Figure 1. Cell outlines without signal wires.
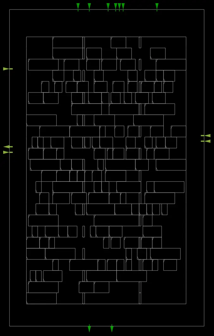
Figure 2. Local utilization.
Bar = 10 microns. 5 x 8 tiles, from white (low) to dark blue (high), 0 to 100% covered.
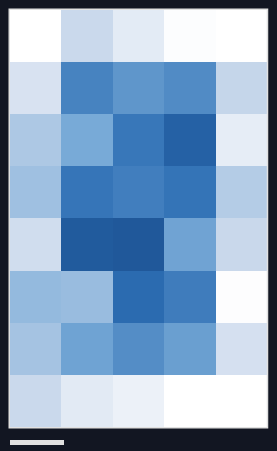
Figure 3. Wires at chosen ports, followed through buffers.
Bar = 10 microns.
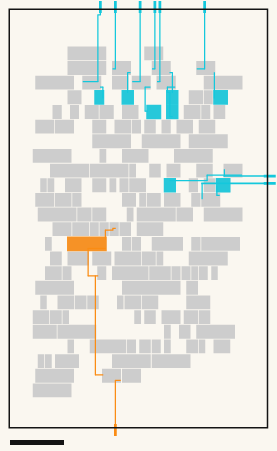
$ cat config.mk
export PLATFORM = sky130hd
export DESIGN_NAME = uart_tx
export DESIGN_NICKNAME = d
export VERILOG_FILES = /design/src/rtl/uart_pkg.sv /design/src/rtl/uart_baud_gen.sv /design/src/rtl/uart_tx.sv
export SDC_FILE = /design/constraint.sdc
export NUM_CORES = 1
export LEC_CHECK = 0
export ABC_CLOCK_PERIOD_IN_PS = 2750
export CAP_MARGIN = 25
export CELL_PAD_IN_SITES_DETAIL_PLACEMENT = 0
export CELL_PAD_IN_SITES_GLOBAL_PLACEMENT = 1
export CORE_ASPECT_RATIO = 1.75
export CORE_MARGIN = 4
export CORE_UTILIZATION = 45
export CTS_CLUSTER_SIZE = 30
export DETAILED_ROUTE_END_ITERATION = 10
export GPL_TIMING_DRIVEN = 0
export PLACE_DENSITY_LB_ADDON = 0.1
export SLEW_MARGIN = 40
export SYNTH_ARGS = -nofsm -noshare
export SYNTH_HDL_FRONTEND = slang
export SYNTH_SLANG_ARGS = --single-unit
$ cat constraint.sdc
create_clock -name clk -period 2.75 [get_ports clk]
set_clock_uncertainty 0.05 [all_clocks]
set_input_delay 0.275 -clock clk [delete_from_list [all_inputs] [get_ports clk]]
set_output_delay 0.275 -clock clk [all_outputs]
set_load 0.005 [all_outputs]
$ cat src/rtl/uart_pkg.sv
// Shared UART types and line levels.
// Used by uart_tx and uart_rx.
package uart_pkg;

  typedef enum logic [2:0] {
    IDLE,
    START,
    DATA,
    PARITY,
    STOP
  } uart_state_t;

  localparam logic UART_START_BIT = 1'b0;
  localparam logic UART_STOP_BIT  = 1'b1;
  localparam logic UART_IDLE      = 1'b1;

endpackage

$ cat src/rtl/uart_baud_gen.sv
// Bit-period counter: counts 0..DIVISOR-1.
// o_tick marks the last cycle of each bit period.
module uart_baud_gen #(
  parameter int DIVISOR = 86
) (
  input  logic clk,
  input  logic i_reset_n,
  input  logic i_clear,
  output logic o_tick
);

  localparam int CW = (DIVISOR > 1) ? $clog2(DIVISOR) : 1;
  localparam logic [CW-1:0] LAST = CW'(DIVISOR - 1);

  logic [CW-1:0] r_cnt;

  assign o_tick = (r_cnt == LAST);

  always_ff @(posedge clk) begin
    if (!i_reset_n) begin
      r_cnt <= '0;
    end else if (i_clear || o_tick) begin
      r_cnt <= '0;
    end else begin
      r_cnt <= r_cnt + CW'(1);
    end
  end

endmodule

$ cat src/rtl/uart_tx.sv
// UART serializer: start, WIDTH data bits LSB first, stop.
// Define UART_TX_PARITY_EN to insert a parity bit before stop.
module uart_tx #(
  parameter int WIDTH      = 8,
  parameter int DIVISOR    = 86,
  parameter int PARITY_ODD = 0
) (
  input  logic             clk,
  input  logic             i_reset_n,
  input  logic [WIDTH-1:0] i_data,
  input  logic             i_data_valid,
  output logic             o_ready,
  output logic             o_tx,
  output logic             o_busy
);

  import uart_pkg::*;

  localparam int BW = $clog2(WIDTH + 1);
  localparam logic [BW-1:0] BLAST = BW'(WIDTH - 1);

  if (PARITY_ODD < 0 || PARITY_ODD > 1) begin : g_bad_parity_odd
  end

  uart_state_t      r_state;
  logic [WIDTH-1:0] r_shreg;
  logic [BW-1:0]    r_bitcnt;
  logic             r_tx;
  logic             r_busy;
  logic             w_tick;
  logic             w_accept;
`ifdef UART_TX_PARITY_EN
  logic             r_par;
`endif

  // Ready also in the final stop cycle so frames can abut
  assign o_ready  = (r_state == IDLE) ||
                    (r_state == STOP && w_tick);
  assign w_accept = i_data_valid && o_ready;
  assign o_tx     = r_tx;
  assign o_busy   = r_busy;

  uart_baud_gen #(
    .DIVISOR(DIVISOR)
  ) u_baud (
    .clk      (clk),
    .i_reset_n(i_reset_n),
    .i_clear  (w_accept),
    .o_tick   (w_tick)
  );

  always_ff @(posedge clk) begin
    if (!i_reset_n) begin
      r_state  <= IDLE;
      r_shreg  <= '0;
      r_bitcnt <= '0;
      r_tx     <= UART_IDLE;
      r_busy   <= 1'b0;
`ifdef UART_TX_PARITY_EN
      r_par    <= 1'b0;
`endif
    end else if (w_accept) begin
      r_state  <= START;
      r_shreg  <= i_data;
      r_bitcnt <= '0;
      r_tx     <= UART_START_BIT;
      r_busy   <= 1'b1;
`ifdef UART_TX_PARITY_EN
      r_par    <= (^i_data) ^ (PARITY_ODD != 0);
`endif
    end else if (w_tick) begin
      unique case (r_state)
        IDLE: begin
        end
        START: begin
          r_state <= DATA;
          r_tx    <= r_shreg[0];
          r_shreg <= r_shreg >> 1;
        end
        DATA: begin
          if (r_bitcnt == BLAST) begin
            r_bitcnt <= '0;
`ifdef UART_TX_PARITY_EN
            r_state  <= PARITY;
            r_tx     <= r_par;
`else
            r_state  <= STOP;
            r_tx     <= UART_STOP_BIT;
`endif
          end else begin
            r_bitcnt <= r_bitcnt + BW'(1);
            r_tx     <= r_shreg[0];
            r_shreg  <= r_shreg >> 1;
          end
        end
        PARITY: begin
          r_state <= STOP;
          r_tx    <= UART_STOP_BIT;
        end
        STOP: begin
          r_state <= IDLE;
          r_busy  <= 1'b0;
          r_tx    <= UART_IDLE;
        end
        default: begin
          r_state <= IDLE;
          r_busy  <= 1'b0;
          r_tx    <= UART_IDLE;
        end
      endcase
    end
  end

endmodule
==> summary.txt <==
Implementation progress

The run finished with clean final reports. The yosys synthesis warning count stands at 0. The worst hold margin stands at 419 ps. In this run, synthesis produced a sequential element count of 24. The total nets after synthesis stands at 149. The post-CTS repair timing setup buffer count stands at 0. CTS built an H-tree with a depth of 1. The tally of buffers added on design ports stands at 13.

The slack of the critical path stands at 365 ps. The number of clock buffers inserted by TritonCTS stands at 3. The chip occupies 3690 sq um. In this run the tools logged warnings totalling 27.

The count of antenna-violating nets left after detailed routing stands at 0. Clock-pin slew was measured on the worst setup and hold paths at 80 ps. The deepest clock path buffer count stands at 2.

The sequential area share after synthesis stands at 0.388. In this run the power density over the cells is 529 nW/um^2. The fraction of met2 tracks used by global routing stands at 0.290. The worst-skew pair later-pin latency stands at 270 ps. In this run, distinct cell masters in the synthesized netlist total 43. The global router reports that the layer with the highest usage is met2.

The total global routing overflow stands at 0. According to the finish report, the design has a final net count of 167. The number of buffers added to fix hold violations after cts stands at 0. The delay of the slowest critical-path stage stands at 520 ps.

The global-route met1 utilization stands at 0.209. The final routed wirelength across all metal layers stands at 2830 microns. The area used by multi-input combinational logic stands at 723 sq um. Ranking logic cells in the layout by count gives the top entries sky130_fd_sc_hd__dfxtp_1, sky130_fd_sc_hd__clkdlybuf4s50_1, sky130_fd_sc_hd__nor2_1, sky130_fd_sc_hd__nand3_1, sky130_fd_sc_hd__and3_1. The number of iterations in the first detailed-routing pass stands at 4. The global-route wire length before repair stands at 4770 microns. Looking at the cell usage after synthesis, the top flip-flop cell is sky130_fd_sc_hd__dfxtp_1.

The global router's overall resource usage stands at 0.172. The highest achievable clock rate stands at 419 MHz. Measured against its own limit, the worst slew margin works out to 0.589. Registers take 480 sq um. For reference, the final report shows the hold violation count at 0. According to the floorplan report, the die height is 77.4 microns. The post-layout period usage of the worst path stands at 0.867. The filler cells instantiated in the layout total 245. Among all stages on the critical path, the largest delay is contributed by sky130_fd_sc_hd__clkdlybuf4s50_1. Across all layers, the routed design uses 1104 vias.
About Figure 1:
num sequential: 24
num rows: 24
core area: 2550 sq um
tapcells inserted: 26
count of non-filler cells in the finished layout: 178

About Figure 2:
densest ninth of the die	center
tiles over 75% full	10%
nearly empty tiles	15%
fullest tile	84%
mean over tiles	39%
emptiest ninth of the die	lower right

About Figure 3:
color	port	direction	end cells	buffers	wire
orange	o_tx	output	1	1	43.0 microns
cyan	i_data	input	8	8	148 microns

[power breakdown]
group / internal [mW] / switching (mW)
clock network: 0.195 / 0.118
logic: 0.0455 / 0.0469
registers: 0.363 / 0.0111
[cells in the mapped netlist, types with 2 or more instances]
cell | n | area share
sky130_fd_sc_hd__nor2b_1 | 3 | 0.015
sky130_fd_sc_hd__a31oi_1 | 3 | 0.015
sky130_fd_sc_hd__a21oi_1 | 5 | 0.020
sky130_fd_sc_hd__nor2_1 | 12 | 0.036
sky130_fd_sc_hd__a32oi_1 | 5 | 0.035
sky130_fd_sc_hd__nand3_1 | 9 | 0.036
sky130_fd_sc_hd__o21ai_0 | 4 | 0.016
sky130_fd_sc_hd__nand4_1 | 2 | 0.010
sky130_fd_sc_hd__xnor2_1 | 3 | 0.021
sky130_fd_sc_hd__a21boi_0 | 2 | 0.012
sky130_fd_sc_hd__mux2i_1 | 2 | 0.016
sky130_fd_sc_hd__nand2_1 | 6 | 0.018
sky130_fd_sc_hd__a21boi_1 | 5 | 0.030
sky130_fd_sc_hd__nor3_1 | 4 | 0.016
sky130_fd_sc_hd__o31ai_1 | 4 | 0.024
sky130_fd_sc_hd__ha_1 | 3 | 0.030
sky130_fd_sc_hd__dfxtp_1 | 24 | 0.39
sky130_fd_sc_hd__o221ai_1 | 5 | 0.035
sky130_fd_sc_hd__xor2_1 | 3 | 0.021
sky130_fd_sc_hd__inv_1 | 2 | 0.0061
sky130_fd_sc_hd__and3_1 | 7 | 0.035
[path summary, 6_finish.rpt]
| kind | startpoint | endpoint | slack [ps] | cells after the start |
|---|---|---|---|---|
| setup / recovery | u_baud.r_cnt[0] | o_ready | 360 | 5 |
| hold / removal | u_baud.r_cnt[0] | u_baud.r_cnt[0] | 420 | 1 |
| hold reg to reg | u_baud.r_cnt[0] | u_baud.r_cnt[0] | 420 | 1 |
| setup reg to reg | r_state[0] | u_baud.r_cnt[5] | 960 | 4 |
[sequential cells by signal, indices dropped and copies added, names as in the netlist]
name and count:
o_busy 1, o_tx 1, r_bitcnt 4, r_shreg 8
r_state 3, u_baud.r_cnt 7
[layer usage]
layer	wire length (microns)	part of all wire
met3	110	0.039
met2	1500	0.53
met4	40	0.014
met1	1180	0.42
met5	0	0
[logic make-up (layout without fill, tap and decap cells)]
group,after synthesis,in the layout,synth area share
multiplexers,2,2,0.0162
flip-flops,24,24,0.388
adder cells (fa/ha/maj),3,3,0.0303
XOR/XNOR,6,6,0.0424
AND/OR/NAND/NOR,53,53,0.241
buffers and inverters,6,23,0.0283
AND-OR/OR-AND,41,41,0.254
[worst max-delay path: cells and delay by family (launching register included)]
kind	cells	cell delay [ps]
buf+inv	1	520
simple gates	2	510
flops	1	380
fa+ha+maj	1	200
compound gates	1	170
[layout make-up]
class / instances / share of cell area
multi-input cells: 105 / 0.491
flip-flops and latches: 24 / 0.326
repair buffers: 13 / 0.0884
clock buffers: 3 / 0.0280
well taps: 26 / 0.0221
clock inverters: 1 / 0.0204
plain buffers: 4 / 0.0187
inverters: 2 / 0.00510
Power is estimated from default activity; no workload was simulated.
